--- config.mk ---
export PLATFORM = sky130hd
export DESIGN_NAME = restoring_divider
export DESIGN_NICKNAME = d
export VERILOG_FILES = /design/src/rtl/div_pkg.sv /design/src/rtl/div_step.sv /design/src/rtl/restoring_divider.sv
export SDC_FILE = /design/constraint.sdc
export NUM_CORES = 1
export LEC_CHECK = 0
export CORE_MARGIN = 3
export CORE_UTILIZATION = 48
export DETAILED_ROUTE_END_ITERATION = 10
export GPL_ROUTABILITY_DRIVEN = 0
export PLACE_DENSITY = 0.74
export SYNTH_ARGS = -nofsm -noshare
export SYNTH_HDL_FRONTEND = slang
export SYNTH_HIERARCHICAL = 1
export SYNTH_SLANG_ARGS = --single-unit
--- constraint.sdc ---
create_clock -name clk -period 2.9 [get_ports clk]
set_clock_uncertainty 0.2 [all_clocks]
set_input_delay 0.58 -clock clk [delete_from_list [all_inputs] [get_ports clk]]
set_output_delay 0.58 -clock clk [all_outputs]
set_load 0.01 [all_outputs]
--- src/rtl/div_pkg.sv ---
// Shared types and defaults for the restoring divider.
package div_pkg;

    localparam int unsigned DEFAULT_WIDTH = 8;

    typedef enum logic [1:0] {
        IDLE = 2'd0,
        RUN  = 2'd1,
        DONE = 2'd2
    } state_t;

endpackage

--- src/rtl/div_step.sv ---
// One restoring division step: shift in the dividend MSB, trial-subtract, restore on borrow.
module div_step
    import div_pkg::*;
#(
    parameter int unsigned WIDTH = DEFAULT_WIDTH
) (
    input  logic [WIDTH-1:0] rem,
    input  logic             msb,
    input  logic [WIDTH-1:0] divisor,
    output logic [WIDTH-1:0] next_rem,
    output logic             qbit
);

    logic [WIDTH:0] shifted;
    logic [WIDTH:0] trial;

    // rem < divisor keeps shifted below 2*divisor, so trial[WIDTH] is a reliable borrow flag
    always_comb begin
        shifted  = {rem, msb};
        trial    = shifted - {1'b0, divisor};
        qbit     = ~trial[WIDTH];
        next_rem = trial[WIDTH] ? shifted[WIDTH-1:0] : trial[WIDTH-1:0];
    end

endmodule

--- src/rtl/restoring_divider.sv ---
// Multi-cycle unsigned restoring divider: one quotient bit per RUN cycle, results held until next start.
module restoring_divider
    import div_pkg::*;
#(
    parameter int unsigned WIDTH = DEFAULT_WIDTH
) (
    input  logic             clk,
    input  logic             rst_n,
    input  logic             start,
    input  logic [WIDTH-1:0] dividend,
    input  logic [WIDTH-1:0] divisor,
    output logic             busy,
    output logic             done,
    output logic [WIDTH-1:0] quotient,
    output logic [WIDTH-1:0] remainder,
    output logic             div_by_zero
);

    localparam int unsigned   CW   = $clog2(WIDTH + 1);
    localparam logic [CW-1:0] ITER = CW'(WIDTH);

    state_t           state;
    logic [WIDTH-1:0] dvd;
    logic [WIDTH-1:0] dvs;
    logic [WIDTH-1:0] rem;
    logic [CW-1:0]    cnt;
    logic [WIDTH-1:0] next_rem;
    logic             qbit;

    div_step #(.WIDTH(WIDTH)) u_step (
        .rem      (rem),
        .msb      (dvd[WIDTH-1]),
        .divisor  (dvs),
        .next_rem (next_rem),
        .qbit     (qbit)
    );

    // dvd doubles as the quotient shift register: dividend bits leave at the top, quotient bits enter at the bottom
    always_ff @(posedge clk) begin
        if (!rst_n) begin
            state       <= IDLE;
            busy        <= 1'b0;
            done        <= 1'b0;
            quotient    <= '0;
            remainder   <= '0;
            div_by_zero <= 1'b0;
            dvd         <= '0;
            dvs         <= '0;
            rem         <= '0;
            cnt         <= '0;
        end else begin
            case (state)
                IDLE: begin
                    done <= 1'b0;
                    if (start) begin
                        dvd  <= dividend;
                        dvs  <= divisor;
                        rem  <= '0;
                        cnt  <= ITER;
                        busy <= 1'b1;
                        if (divisor == '0) begin
                            state       <= DONE;
                            done        <= 1'b1;
                            quotient    <= '1;
                            remainder   <= dividend;
                            div_by_zero <= 1'b1;
                        end else begin
                            state <= RUN;
                        end
                    end
                end
                RUN: begin
                    dvd <= {dvd[WIDTH-2:0], qbit};
                    rem <= next_rem;
                    cnt <= cnt - CW'(1);
                    if (cnt == CW'(1)) begin
                        state       <= DONE;
                        done        <= 1'b1;
                        quotient    <= {dvd[WIDTH-2:0], qbit};
                        remainder   <= next_rem;
                        div_by_zero <= 1'b0;
                    end
                end
                DONE: begin
                    state <= IDLE;
                    busy  <= 1'b0;
                    done  <= 1'b0;
                end
                default: begin
                    state <= IDLE;
                    busy  <= 1'b0;
                    done  <= 1'b0;
                end
            endcase
        end
    end

endmodule
Figure 1. Signal wires on met1.
Scale: 8 px per um. Supply wires on this layer in gray.
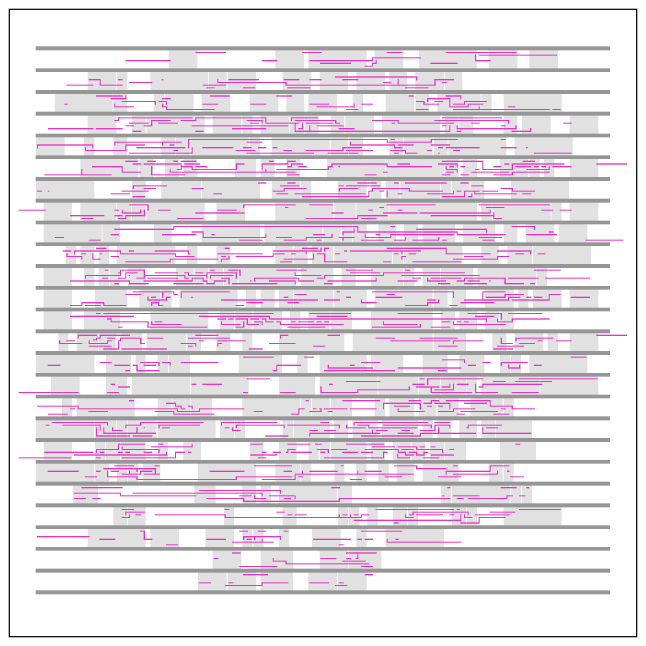
- share of all routed wire: 45%
- nets with wire on the layer: 343
grt met1 use: 24.05%
Vias: 2155
WL final: 5666 um

Figure 2. Where the registers sit.
Scale: 6 px per um.
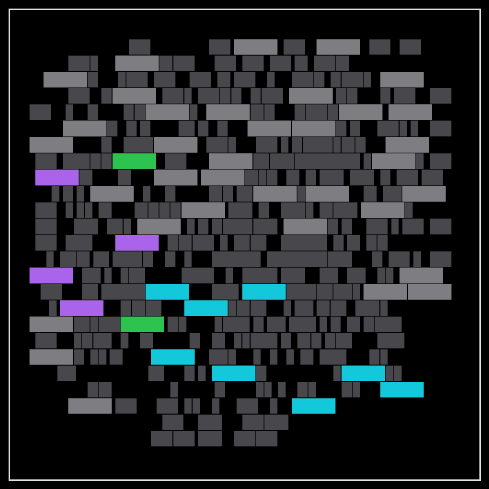
- state: green (flops 2)
- dvs: cyan (flops 8; where bottom middle)
- cnt: purple (flops 4; where left middle)
- not colored: 35
Post-Route Utilization: 63.44%
FF/Latch Area: 980.9 um2
Flop+latch power: 758 uW
sequential cell area share: 31.69%

==> flow_summary_export.csv <==
group,metric,value,unit
critical_path,rrSetupSlack,100,ps
logic_synthesis,top_cell_area_share,39.16,%
die,floorplan.core_util,51.33,%
timing,fmax,0.3572,GHz
die,num_rows,25,
global_routing,top_usage_layer,"met2",
pwr,power.net_switching,551.9,uW
logic_synthesis,synthTopCellsByArea,"dfxtp_1, a21oi_1, mux2i_1",
detailed_routing,dr_wl_met2,2785,um
cells_and_area,comb_area,1409,um2
logic_synthesis,top_logic_kind,"AND-OR/OR-AND gates",
pwr,clock_power_share,25.5,%
cells_and_area,fill_cells,462,
clock_tree,cts-root-buf,"clkbuf_8",
logic_synthesis,netlist_area,2505,um2
die,core,4880,um2
pwr,seq_power_share,41.1,%
global_routing,grt_pass1_wl,9597,um
pwr,power.internal,1293,uW
critical_path,r2r-end,"remainder[4]",
logic_synthesis,ff_type,"dfxtp_1",
status,status,"finished clean",
logic_synthesis,postSynthCellCount,292,
timing,grt_setup_unrepaired,"true",
worst_hold_path,hold_start,"dvs[5]",
detailed_routing,drc,0,
cells_and_area,non_clock_inverter_count,12,
detailed_routing,met3_length,214,um
timing,period_used_share,96.55,%
cells_and_area,lay_top_count,"dfxtp_1",
cells_and_area,clk_share,3.355,%
die,die-height,78.24,um
timing,finalSetupViolCount,0,
Figure 3. M3 wires.
Scale: 4 px per um.
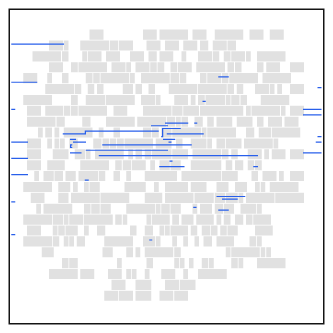
- wire length on this layer: 215 um
- longest straight run: 39.6 um
met3 Resource Use GR: 4.243%

Figure 4. Congestion heat map.
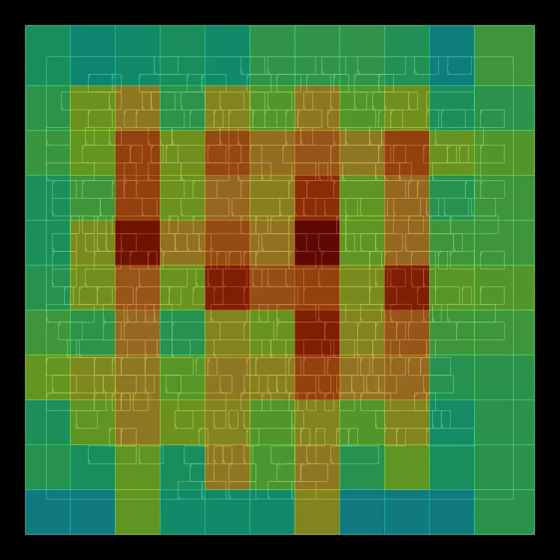
Tot GR Track Use: 19.49%
routed len/inst: 14.24 um
met2 usage: 33.22%

Power is estimated from default activity; no workload was simulated.
